File: src/rtl/y86_pkg.sv
// ---------------------------------------------------------------------------
// y86_pkg
// Shared Y86 definitions used by the instruction-memory writer and by fetch.
//   - icode constants (IHALT .. IPOPQ)
//   - RNONE register code (no register operand)
//   - encoded instruction lengths in bytes
//   - writer FSM state type
// ---------------------------------------------------------------------------
package y86_pkg;

  // Instruction codes (upper nibble of byte 0)
  localparam logic [3:0] IHALT   = 4'h0;
  localparam logic [3:0] INOP    = 4'h1;
  localparam logic [3:0] IRRMOVQ = 4'h2;
  localparam logic [3:0] IIRMOVQ = 4'h3;
  localparam logic [3:0] IRMMOVQ = 4'h4;
  localparam logic [3:0] IMRMOVQ = 4'h5;
  localparam logic [3:0] IOPQ    = 4'h6;
  localparam logic [3:0] IJXX    = 4'h7;
  localparam logic [3:0] ICALL   = 4'h8;
  localparam logic [3:0] IRET    = 4'h9;
  localparam logic [3:0] IPUSHQ  = 4'hA;
  localparam logic [3:0] IPOPQ   = 4'hB;

  // Register code meaning "no register"
  localparam logic [3:0] RNONE   = 4'hF;

  // Encoded lengths: opcode only, opcode+regs, opcode+valC, opcode+regs+valC
  localparam logic [3:0] ILEN_OP     = 4'd1;
  localparam logic [3:0] ILEN_REG    = 4'd2;
  localparam logic [3:0] ILEN_DEST   = 4'd9;
  localparam logic [3:0] ILEN_FULL   = 4'd10;

  // Writer FSM states
  typedef enum logic {
    S_IDLE = 1'b0,
    S_EMIT = 1'b1
  } wr_state_e;

endpackage

File: src/rtl/y86_ilen.sv
// ---------------------------------------------------------------------------
// y86_ilen
// Combinational instruction-length decoder. Given an icode it reports how
// many bytes the encoded instruction occupies and which optional fields it
// carries. Shared with fetch for computing valP.
// Ports:
//   icode_i        in   4  instruction code
//   len_o          out  4  encoded length in bytes (0 when illegal)
//   has_regbyte_o  out  1  instruction carries a {rA,rB} byte
//   has_valc_o     out  1  instruction carries an 8-byte constant
//   legal_o        out  1  icode is a defined Y86 instruction
// ---------------------------------------------------------------------------
module y86_ilen
  import y86_pkg::*;
(
  input  logic [3:0] icode_i,
  output logic [3:0] len_o,
  output logic       has_regbyte_o,
  output logic       has_valc_o,
  output logic       legal_o
);

  // Straight decode of the four instruction shapes; anything above IPOPQ
  // is reported as illegal with zero length.
  always_comb begin
    len_o         = 4'd0;
    has_regbyte_o = 1'b0;
    has_valc_o    = 1'b0;
    legal_o       = 1'b1;
    case (icode_i)
      IHALT, INOP, IRET: begin
        len_o = ILEN_OP;
      end
      IRRMOVQ, IOPQ, IPUSHQ, IPOPQ: begin
        len_o         = ILEN_REG;
        has_regbyte_o = 1'b1;
      end
      IJXX, ICALL: begin
        len_o      = ILEN_DEST;
        has_valc_o = 1'b1;
      end
      IIRMOVQ, IRMMOVQ, IMRMOVQ: begin
        len_o         = ILEN_FULL;
        has_regbyte_o = 1'b1;
        has_valc_o    = 1'b1;
      end
      default: begin
        legal_o = 1'b0;
      end
    endcase
  end

endmodule

File: src/rtl/y86_imem_writer.sv
// ---------------------------------------------------------------------------
// y86_imem_writer
// Serialises one Y86 instruction, given as fields, into a byte-wide
// instruction memory at an internal cursor, one byte per cycle.
// Optional feature macro: IMEM_WR_BOUNDS_EN (reject writes past MEM_BYTES).
// Ports:
//   clk_i          in   1  clock
//   rst_ni         in   1  asynchronous active-low reset
//   org_valid_i    in   1  load org_addr_i into the cursor (IDLE only)
//   org_addr_i     in  64  new cursor value
//   in_valid_i     in   1  instruction fields valid
//   in_ready_o     out  1  ready to accept an instruction
//   icode_i..rB_i  in   4  instruction fields
//   valC_i         in  64  constant word
//   mem_we_o       out  1  byte write strobe
//   mem_addr_o     out 64  byte address
//   mem_wdata_o    out  8  byte data
//   done_o         out  1  pulse with last byte of an instruction
//   err_o          out  1  pulse the cycle after a rejected instruction
//   cursor_o       out 64  next free byte address
// ---------------------------------------------------------------------------
module y86_imem_writer
  import y86_pkg::*;
#(
  parameter logic [63:0] BASE_ADDR = 64'd0,
  parameter int unsigned MEM_BYTES = 1024
) (
  input  logic        clk_i,
  input  logic        rst_ni,
  input  logic        org_valid_i,
  input  logic [63:0] org_addr_i,
  input  logic        in_valid_i,
  output logic        in_ready_o,
  input  logic [3:0]  icode_i,
  input  logic [3:0]  ifun_i,
  input  logic [3:0]  rA_i,
  input  logic [3:0]  rB_i,
  input  logic [63:0] valC_i,
  output logic        mem_we_o,
  output logic [63:0] mem_addr_o,
  output logic [7:0]  mem_wdata_o,
  output logic        done_o,
  output logic        err_o,
  output logic [63:0] cursor_o
);

  wr_state_e   state_q, state_d;
  logic [3:0]  idx_q, idx_d;
  logic [63:0] cursor_q, cursor_d;
  logic        err_q, err_d;
  logic [3:0]  icode_q, ifun_q, rA_q, rB_q, len_q;
  logic        hasReg_q;
  logic [63:0] valC_q;

  logic        load;
  logic [3:0]  inLen;
  logic        inHasReg;
  logic        inLegal;
  logic        unused_hasValC;
  logic [63:0] base;
  logic        oob;
  logic        lastByte;
  logic [2:0]  valcIdx;

  y86_ilen u_ilen (
    .icode_i       (icode_i),
    .len_o         (inLen),
    .has_regbyte_o (inHasReg),
    .has_valc_o    (unused_hasValC),
    .legal_o       (inLegal)
  );

  // An org load coinciding with an accept takes effect first, so the
  // bounds check must look at the address the write would actually use.
  assign base = org_valid_i ? org_addr_i : cursor_q;

`ifdef IMEM_WR_BOUNDS_EN
  // 65-bit sum so a cursor near 2^64 cannot wrap and slip past the check.
  assign oob = ({1'b0, base} + {61'b0, inLen}) > 65'(MEM_BYTES);
`else
  logic unused_memBytes;
  assign unused_memBytes = (MEM_BYTES != 0);
  assign oob = 1'b0;
`endif

  assign lastByte = (idx_q == (len_q - 4'd1));

  // State, index, cursor and error pulse registers.
  always_ff @(posedge clk_i or negedge rst_ni) begin
    if (!rst_ni) begin
      state_q  <= S_IDLE;
      idx_q    <= 4'd0;
      cursor_q <= BASE_ADDR;
      err_q    <= 1'b0;
    end else begin
      state_q  <= state_d;
      idx_q    <= idx_d;
      cursor_q <= cursor_d;
      err_q    <= err_d;
    end
  end

  // Instruction fields are captured only on an accepted legal instruction,
  // so changes on the inputs during EMIT never reach memory.
  always_ff @(posedge clk_i or negedge rst_ni) begin
    if (!rst_ni) begin
      icode_q  <= 4'd0;
      ifun_q   <= 4'd0;
      rA_q     <= RNONE;
      rB_q     <= RNONE;
      len_q    <= 4'd0;
      hasReg_q <= 1'b0;
      valC_q   <= 64'd0;
    end else if (load) begin
      icode_q  <= icode_i;
      ifun_q   <= ifun_i;
      rA_q     <= rA_i;
      rB_q     <= rB_i;
      len_q    <= inLen;
      hasReg_q <= inHasReg;
      valC_q   <= valC_i;
    end
  end

  // Next-state logic: IDLE handles org loads and accepts (rejecting illegal
  // or out-of-range instructions with an err pulse), EMIT advances one byte
  // per cycle and returns to IDLE after the last one.
  always_comb begin
    state_d  = state_q;
    idx_d    = idx_q;
    cursor_d = cursor_q;
    err_d    = 1'b0;
    load     = 1'b0;
    case (state_q)
      S_IDLE: begin
        if (org_valid_i) begin
          cursor_d = org_addr_i;
        end
        if (in_valid_i) begin
          if (inLegal && !oob) begin
            state_d = S_EMIT;
            idx_d   = 4'd0;
            load    = 1'b1;
          end else begin
            err_d = 1'b1;
          end
        end
      end
      S_EMIT: begin
        cursor_d = cursor_q + 64'd1;
        idx_d    = idx_q + 4'd1;
        if (lastByte) begin
          state_d = S_IDLE;
          idx_d   = 4'd0;
        end
      end
      default: begin
        state_d = S_IDLE;
      end
    endcase
  end

  // Byte position inside valC: the register byte, when present, shifts
  // the constant one slot later.
  assign valcIdx = hasReg_q ? 3'(idx_q - 4'd2) : 3'(idx_q - 4'd1);

  // Byte selection for the write data bus; zero whenever not emitting.
  always_comb begin
    mem_wdata_o = 8'd0;
    if (state_q == S_EMIT) begin
      if (idx_q == 4'd0) begin
        mem_wdata_o = {icode_q, ifun_q};
      end else if (hasReg_q && (idx_q == 4'd1)) begin
        mem_wdata_o = {rA_q, rB_q};
      end else begin
        mem_wdata_o = valC_q[{valcIdx, 3'b000} +: 8];
      end
    end
  end

  // Outputs decode straight from registers so reset clears them at once.
  assign in_ready_o = (state_q == S_IDLE);
  assign mem_we_o   = (state_q == S_EMIT);
  assign mem_addr_o = cursor_q;
  assign cursor_o   = cursor_q;
  assign done_o     = (state_q == S_EMIT) && lastByte;
  assign err_o      = err_q;

endmodule

File: config.mk
export PLATFORM = sky130hd
export DESIGN_NAME = y86_imem_writer
export DESIGN_NICKNAME = d
export VERILOG_FILES = /design/src/rtl/y86_pkg.sv /design/src/rtl/y86_ilen.sv /design/src/rtl/y86_imem_writer.sv
export SDC_FILE = /design/constraint.sdc
export NUM_CORES = 1
export LEC_CHECK = 0
export ABC_CLOCK_PERIOD_IN_PS = 2450
export CAP_MARGIN = 20
export CORE_ASPECT_RATIO = 0.8
export CORE_MARGIN = 2
export CORE_UTILIZATION = 35
export CTS_CLUSTER_SIZE = 30
export DETAILED_ROUTE_END_ITERATION = 10
export HOLD_SLACK_MARGIN = 0.1
export PLACE_DENSITY = 0.76
export REMOVE_ABC_BUFFERS = 1
export SLEW_MARGIN = 20
export SYNTH_ARGS = -nofsm -noshare
export SYNTH_HDL_FRONTEND = slang
export SYNTH_SLANG_ARGS = --single-unit
File: constraint.sdc
create_clock -name clk_i -period 2.45 [get_ports clk_i]
set_input_delay 0.49 -clock clk_i [delete_from_list [all_inputs] [get_ports clk_i]]
set_output_delay 0.49 -clock clk_i [all_outputs]
set_load 0.01 [all_outputs]
Signal wires on met3:
Scale: 2 px per um. Cells faint in the background.
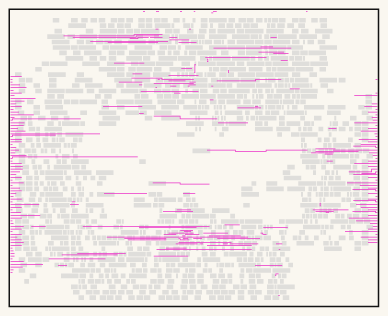
nets with wire on the layer	214
wire length on this layer	2200 um
main direction	horizontal

Clock routing:
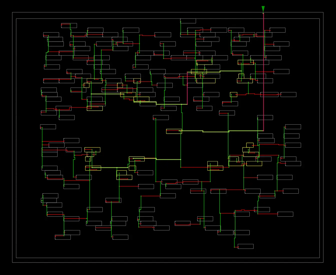
number of clock sinks: 153
cts bufs inserted: 17

==> GITHUB_STEP_SUMMARY <==
### Metrics collected by this job

| Metric | Value |
|---|---|
| Status | complete, but fails checks |
| Failing checks | negative setup slack |
| Logic area | around 4600 sq um |
| Placed Cells | about 1500 |
| Avg Cell Area, Syn | about 10 sq um |
| Total congestion overflow | 0 |
| 1st-iter DRT viols | ~580 |
| Highest cell delay on the worst timing path | 500 ps |
| Fraction of layout cells with a size suffix above 1 | 24.7% |
| Met3 WL | roughly 2200 um |
| EDFF count, synth | 0 |
| Setup-failing EPs final | 9 |
| CTS tree | done |
| Area of the die | roughly 27000 sq um |
| Seq share, synth | a little over two fifths |
| MaxCap Viol Count | 0 |
| Sequential power | roughly 4.9 mW |
| Post-cts resize count | 50 |
| RSZ-0062 raised after global routing | true |
| N_taps | 324 |
| Top Metal Used | met4 |
| Met2 wire len | approximately 13000 um |
| M2 GR Usage | a little under a third |
| Worst-Margin Slew | roughly 530 ps |
| Nonclk buf count | 397 |
| Top FF cell, synth | dfrtp_1 |
| Worst Hold Slack | just over 500 ps |
| Hold Path End | valC_q[17]$_DFFE_PN0P_ |
| Post-DP HPWL | approximately 21000 um |
| Routed WL | ~28000 um |
| Hold Path Depth | 1 |
| Worst setup endpoint | mem_wdata_o[5] |
| FF/Latch Area | 3840 sq um |
| Antenna-violating nets left | 0 |
| Final Hold Vio Count | 0 |
| Total negative slack | -3130 ps |
| Slowest cell on crit path | mux4_2 |
| # DRC | 0 |
| Clock network contribution to total cell area | under 10% |
| FF-to-FF path depth | 7 |
| Yosys reg bits | 153 |
| # diodes | 2 |
| Yosys Chip Area | 9060 sq um |
| DP Worst Slack | -326 ps |
| Area Growth Syn to Fin | 48.2% |
| Worst hold path class | reg2reg |
| Largest net degree at the start of global routing | between 100 and 150 |
| NonClk Buf Share | 28.8% |
| Pwr dens | around 1400 nW/um^2 |
| Most common cell after layout, fill and taps aside | clkdlybuf4s50_1 |
| Seq area share | around 29% |
| Root Driver | clkbuf_16 |
| Post-Syn Instances | a little under 900 |
| Io pins | 288 |
| Mapped Area | ~9000 sq um |
| Int Pwr | between 10 and 15 mW |
| Worst hold start | valC_q[17]$_DFFE_PN0P_ |
| Final Net Count | ~1300 |
| Fillcell total | between 2000 and 2500 |
| WP data required | slightly below 2000 ps |
| Stage-log warning count | 32 |
| Clock Pin Slew Worst Setup and Hold Paths | 70 ps |
| Cells along the critical path | buf_6 > xnor2_4 > clkbuf_16 > buf_6 > mux4_2 > o22ai_2 > o21ai_1 > buf_2 |
| Flop count | 153 |
| Post-synthesis cell type with the largest combined area | dfrtp_1 |
| Fin worst setup slack | -435 ps |
| Finished Layout Cells | 1518 |
| Met1 Use GR | 28.7% |
| Area after DPL | roughly 12000 sq um |
| Final Power | 19.0 mW |
| Row count | between 50 and 60 |
| CTS Buffer Depth | 2 |
| Commonest cells in the netlist | 145 x dfrtp_1, 79 x mux2_2, 64 x buf_4 |
| Yosys cell types | roughly 56 |
| Top cell area share | 40.0% |
| Drt wl/cell | around 19 um |
| Initial antenna violation count | 2 |
| Max Slew Vio Count | 0 |
| R2r setup slk | about 50 ps |
| Number of global-route vias before repair | ~8000 |
Clock distribution:
Scale: 2 px per um.
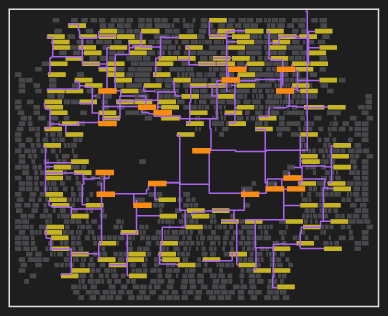
[orange] cells driving clock nets | count: 17
[purple] clock wires | length: 2130 um
[yellow] flip-flops | count: 153
flops lie	all over the die
worst skew pair latency: 420 ps
clock share of power: 14.4%
Setup Skew: 11.3 ps
P_clk: 2.74 mW

Local utilization:
Scale: 2 px per um. 18 x 15 tiles, from white (low) to dark blue (high), 0 to 100% covered.
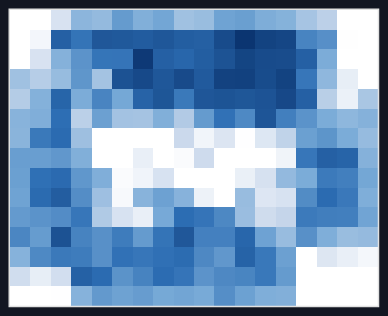
fullest tile	98%
densest ninth of the die	top centre
emptiest ninth of the die	centre
nearly empty tiles	14%
Final Core Density: 52.9%
fp util: 35.7%
Core ar.: 25400 sq um

Power and IR drop assume default switching activity.
